M1 wires:
Bar = 50 µm. Cells faint in the background.
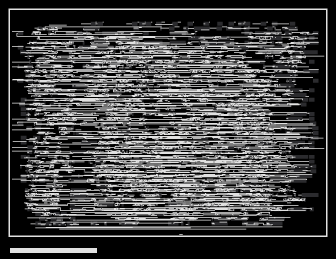
Met2 routing:
Cells faint in the background.
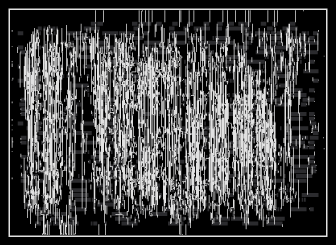
M3 wires:
Bar = 50 µm. Cells faint in the background.
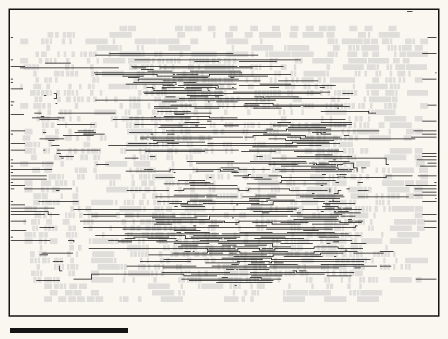
### src/rtl/tag_ready_table_pkg.sv
// Shared physical-register tag definitions for the rename/CDB tag path.
package tag_ready_table_pkg;

  localparam int unsigned NUM_PREGS  = 64;
  localparam int unsigned PREG_TAG_W = $clog2(NUM_PREGS);

  typedef logic [PREG_TAG_W-1:0] preg_tag_t;

  localparam preg_tag_t PREG_ZERO = '0;

endpackage : tag_ready_table_pkg

### src/rtl/tag_ready_table_tag_decoder.sv
// Binary-to-one-hot tag decoder with enable; inverse of the one-hot encoder.
module tag_decoder #(
  parameter int unsigned N = 64,
  parameter int unsigned W = $clog2(N)
) (
  input  logic         en_i,
  input  logic [W-1:0] tag_i,
  output logic [N-1:0] onehot_o
);

  always_comb begin
    onehot_o = '0;
    if (en_i) onehot_o[tag_i] = 1'b1;
  end

endmodule : tag_decoder

### src/rtl/tag_ready_table.sv
// Registered per-tag ready bits: rename allocates (busy), CDB writeback readies.
// Define READY_BYPASS_EN to make a same-cycle writeback visible on the read ports.
module tag_ready_table
  import tag_ready_table_pkg::*;
#(
  parameter int unsigned NUM_TAGS = NUM_PREGS,
  localparam int unsigned TAG_W   = $clog2(NUM_TAGS)
) (
  input  logic                clk,
  input  logic                rst_n,
  input  logic                alloc_valid,
  input  logic [TAG_W-1:0]    alloc_tag,
  input  logic                wb_valid,
  input  logic [TAG_W-1:0]    wb_tag,
  input  logic                flush,
  input  logic [TAG_W-1:0]    rd0_tag,
  input  logic [TAG_W-1:0]    rd1_tag,
  output logic                rd0_ready,
  output logic                rd1_ready,
  output logic [NUM_TAGS-1:0] ready_vec,
  output logic [TAG_W:0]      busy_count
);

  logic [NUM_TAGS-1:0] ready_q, ready_d;
  logic [TAG_W:0]      busy_q, busy_d;
  logic [NUM_TAGS-1:0] alloc_oh, wb_oh;
  logic                alloc_en;
  logic                go_busy, go_ready;

  // Tag 0 is architectural x0 and can never be marked busy.
  assign alloc_en = alloc_valid && (alloc_tag != TAG_W'(PREG_ZERO));

  tag_decoder #(.N(NUM_TAGS), .W(TAG_W)) u_alloc_dec (
    .en_i     (alloc_en),
    .tag_i    (alloc_tag),
    .onehot_o (alloc_oh)
  );

  tag_decoder #(.N(NUM_TAGS), .W(TAG_W)) u_wb_dec (
    .en_i     (wb_valid),
    .tag_i    (wb_tag),
    .onehot_o (wb_oh)
  );

  // Count only real transitions; alloc wins over a same-tag writeback.
  assign go_busy  = |(alloc_oh & ready_q);
  assign go_ready = |(wb_oh & ~ready_q & ~alloc_oh);

  always_comb begin
    ready_d    = (ready_q | wb_oh) & ~alloc_oh;
    ready_d[0] = 1'b1;
    busy_d     = busy_q;
    if (flush) begin
      ready_d = '1;
      busy_d  = '0;
    end else if (go_busy && !go_ready) begin
      busy_d = busy_q + 1'b1;
    end else if (go_ready && !go_busy) begin
      busy_d = busy_q - 1'b1;
    end
  end

  always_ff @(posedge clk or negedge rst_n) begin
    if (!rst_n) begin
      ready_q <= '1;
      busy_q  <= '0;
    end else begin
      ready_q <= ready_d;
      busy_q  <= busy_d;
    end
  end

  assign ready_vec  = ready_q;
  assign busy_count = busy_q;

`ifdef READY_BYPASS_EN
  assign rd0_ready = ready_q[rd0_tag] |
                     (wb_valid && (wb_tag == rd0_tag) && !(alloc_valid && (alloc_tag == rd0_tag)));
  assign rd1_ready = ready_q[rd1_tag] |
                     (wb_valid && (wb_tag == rd1_tag) && !(alloc_valid && (alloc_tag == rd1_tag)));
`else
  assign rd0_ready = ready_q[rd0_tag];
  assign rd1_ready = ready_q[rd1_tag];
`endif

endmodule : tag_ready_table
### config.mk
export PLATFORM = sky130hd
export DESIGN_NAME = tag_ready_table
export DESIGN_NICKNAME = d
export VERILOG_FILES = /design/src/rtl/tag_ready_table_pkg.sv /design/src/rtl/tag_ready_table_tag_decoder.sv /design/src/rtl/tag_ready_table.sv
export SDC_FILE = /design/constraint.sdc
export NUM_CORES = 1
export LEC_CHECK = 0
export ABC_AREA = 1
export CAP_MARGIN = 15
export CORE_ASPECT_RATIO = 0.7
export CORE_MARGIN = 4
export CORE_UTILIZATION = 35
export DETAILED_ROUTE_END_ITERATION = 6
export GPL_TIMING_DRIVEN = 0
export PLACE_DENSITY = 0.52
export SYNTH_ARGS = -nofsm -noshare
export SYNTH_HDL_FRONTEND = slang
export SYNTH_SLANG_ARGS = --single-unit
### constraint.sdc
create_clock -name clk -period 3.28 [get_ports clk]
set_clock_uncertainty 0.1 [all_clocks]
set_input_delay 0.492 -clock clk [delete_from_list [all_inputs] [get_ports clk]]
set_output_delay 0.492 -clock clk [all_outputs]
set_load 0.01 [all_outputs]
==> flow_metrics.env <==
# flow metrics
export IMPL_setup_viol=1
export IMPL_min_period_ns=3.311
export IMPL_ys_sh_adder=0.01131
export IMPL_ys_top_cells_by_count="nand2_1, nor2_1, inv_1"
export IMPL_syn_mean_instance_area_um2=5.678
export IMPL_synth_top_cell_by_area="dfstp_2"
export IMPL_global_route_overflow_total=0
export IMPL_cts_sink_count=70
export IMPL_yosys_most_used_dff="dfstp_2"
export IMPL_path_clk_slew_ns=0.07
export IMPL_min_path_type="input pin to asynchronous set/reset pin"
export IMPL_clock_insertion_delay_at_the_later_pin_of_the_skew_report_ns=0.36
export IMPL_cts_htree_levels=3
export IMPL_drive_above_1_share=0.2028
export IMPL_place_port_buffers=88
export IMPL_finish_net_count=1450
export IMPL_critPathMaxFanout=10
export IMPL_warning_count=28
export IMPL_grt_pass1_wl_um=59910
export IMPL_synthesis_area_um2=7302
export IMPL_p_leak_uw=0.004633
export IMPL_compound_area_frac=0.1690
export IMPL_worst_setup_path_startpoint="alloc_tag[5]"
export IMPL_power_density_nw_per_um2=309.9
export IMPL_place_gp_congestion=1.058
export IMPL_post_dp_hpwl_um=32010
export IMPL_proportion_of_register_bits_with_asynchronous_set_or_reset_after_synthesis=1.000
export IMPL_critPathLaunchType="input pin"
export IMPL_ys_sh_mux=0
export IMPL_gr_usage_all_layers=0.3509
export IMPL_synth_edff_count=0
export IMPL_syn_num_nets=1321
export IMPL_run_status="complete, but fails checks"
export IMPL_clock_tree_from_tritoncts="done"
export IMPL_violations="setup timing"
export IMPL_drt_first_iter_violations=1369
export IMPL_maximum_number_of_pins_on_one_net_before_global_route_repair=45
export IMPL_master_cell_of_the_clock_root_buffer="clkbuf_16"
export IMPL_fp_util=0.3619
export IMPL_coreArea_um2=20180
export IMPL_ctsLongestPathBuffers=2
export IMPL_worst_endpoint_required_ns=3.48
export IMPL_r2r_start="ready_vec[24]$_DFF_PN1_"
export IMPL_die_width_um=180.6
export IMPL_fin_ws_ns=-0.03092
export IMPL_die_area_um2=23270
-- 'M1 wires' (at the start) --
nets with wire on the layer = 1360
wire length on this layer = 18300 µm

-- 'met2 routing' (at the start) --
nets with wire on the layer = 1130
longest straight run = 81.6 µm
Routed WL: 42700 µm
global-route met2 utilization: 0.4820
Vias: 10110

-- 'M3 wires' (at the start) --
main direction = horizontal
wire length on this layer = 6940 µm
nets with wire on the layer = 284

-- worst paths after layout --
kind / to / slack [ns] / cells past startpoint
max: busy_count[6]$_DFFE_PN0P_ / -0.03 / 27
min: ready_vec[52]$_DFF_PN1_ / 0.25 / 1
max reg2reg: busy_count[6]$_DFFE_PN0P_ / 0.15 / 19
min reg2reg: busy_count[4]$_DFFE_PN0P_ / 0.43 / 2
max in group asynchronous: ready_vec[7]$_DFF_PN1_ / 2.50 / 2
min in group clk: busy_count[4]$_DFFE_PN0P_ / 0.43 / 2
-- cell usage in the layout (no fill, tap or decap), drive strengths merged, types with 2 or more instances in the layout --
cell type      Yosys  routed
xor2               2       2
o21ai            139     139
clkbuf            30      43
nor3              30      30
o31ai              4       4
clkdlybuf4s50      0      78
clkinv             6       7
inv              139     136
a32o               2       2
nand2            317     317
ha                 5       5
o22ai             12      12
nor2             243     243
bufinv             0       2
a221oi             4       4
dfstp             63      63
clkinvlp           0       7
nand3            126     127
nand4             54      54
buf               29      62
a21oi             56      56
a31oi              4       4
o221ai             2       2
xnor2              2       2
o32ai              2       2
dfrtp              7       7
-- critical path, delay by kind of cell --
| family | cells | cell delay (ns) |
|---|---|---|
| compound gates | 2 | 0.27 |
| fa+ha+maj | 1 | 0.23 |
| simple gates | 19 | 1.96 |
| buf+inv | 5 | 0.52 |
-- kinds of logic after synthesis --
family          Yosys count
fa+ha+maj                 6
other cells               1
xor+xnor                  4
flops                    70
buf+inv                 204
compound gates          227
simple gates            774
-- metal layers --
layer | part of all wire | track usage
met5 | 0.00030 | 0
met4 | 0.021 | 0.08178
met3 | 0.16 | 0.1540
met2 | 0.39 | 0.4820
met1 | 0.43 | 0.5035
-- report_power, final --
part | total (µW) | internal [µW] | switching (µW)
combinational | 969 | 380 | 589
clock | 1110 | 666 | 440
sequential | 964 | 910 | 53.6
-- metrics by stage --
stage | area [µm²] | cells | setup TNS, ns | setup WS, ns
5_1_grt | 9802 | 1690 | -0.3404 | -0.1936
6_report | 9804 | 1691 | -0.03092 | -0.03092
3_5_place_dp | 8546 | 1645 | -9.283 | -1.645
2_1_floorplan | 7302 | 1286 | 0 | 0.06871
3_3_place_gp | 8521 | 1644 | -16.05 | -1.642
4_1_cts | 9225 | 1669 | -0.1174 | -0.1174
-- layout make-up --
type | count | area, µm² | area share
multi-input cells | 1013 | 5180 | 0.5283
flip-flops and latches | 70 | 1831 | 0.1867
repair buffers | 116 | 1106 | 0.1128
inverters | 145 | 581.8 | 0.05934
plain buffers | 59 | 445.4 | 0.04543
well taps | 270 | 337.8 | 0.03446
clock buffers | 10 | 229.0 | 0.02335
clock inverters | 6 | 86.33 | 0.008806
repair inverters | 1 | 5.005 | 0.0005105
diodes | 1 | 2.502 | 0.0002552
-- state kept, by name, summed over array words and instances, names as in the netlist --
register,cells
ready_vec,63
busy_count,7
-- timing repair --
action	in CTS	in global routing
gates resized	110	145
gates cloned	0	2
setup endpoints to repair	9	6
setup buffers	8	19
pin swaps	3	19
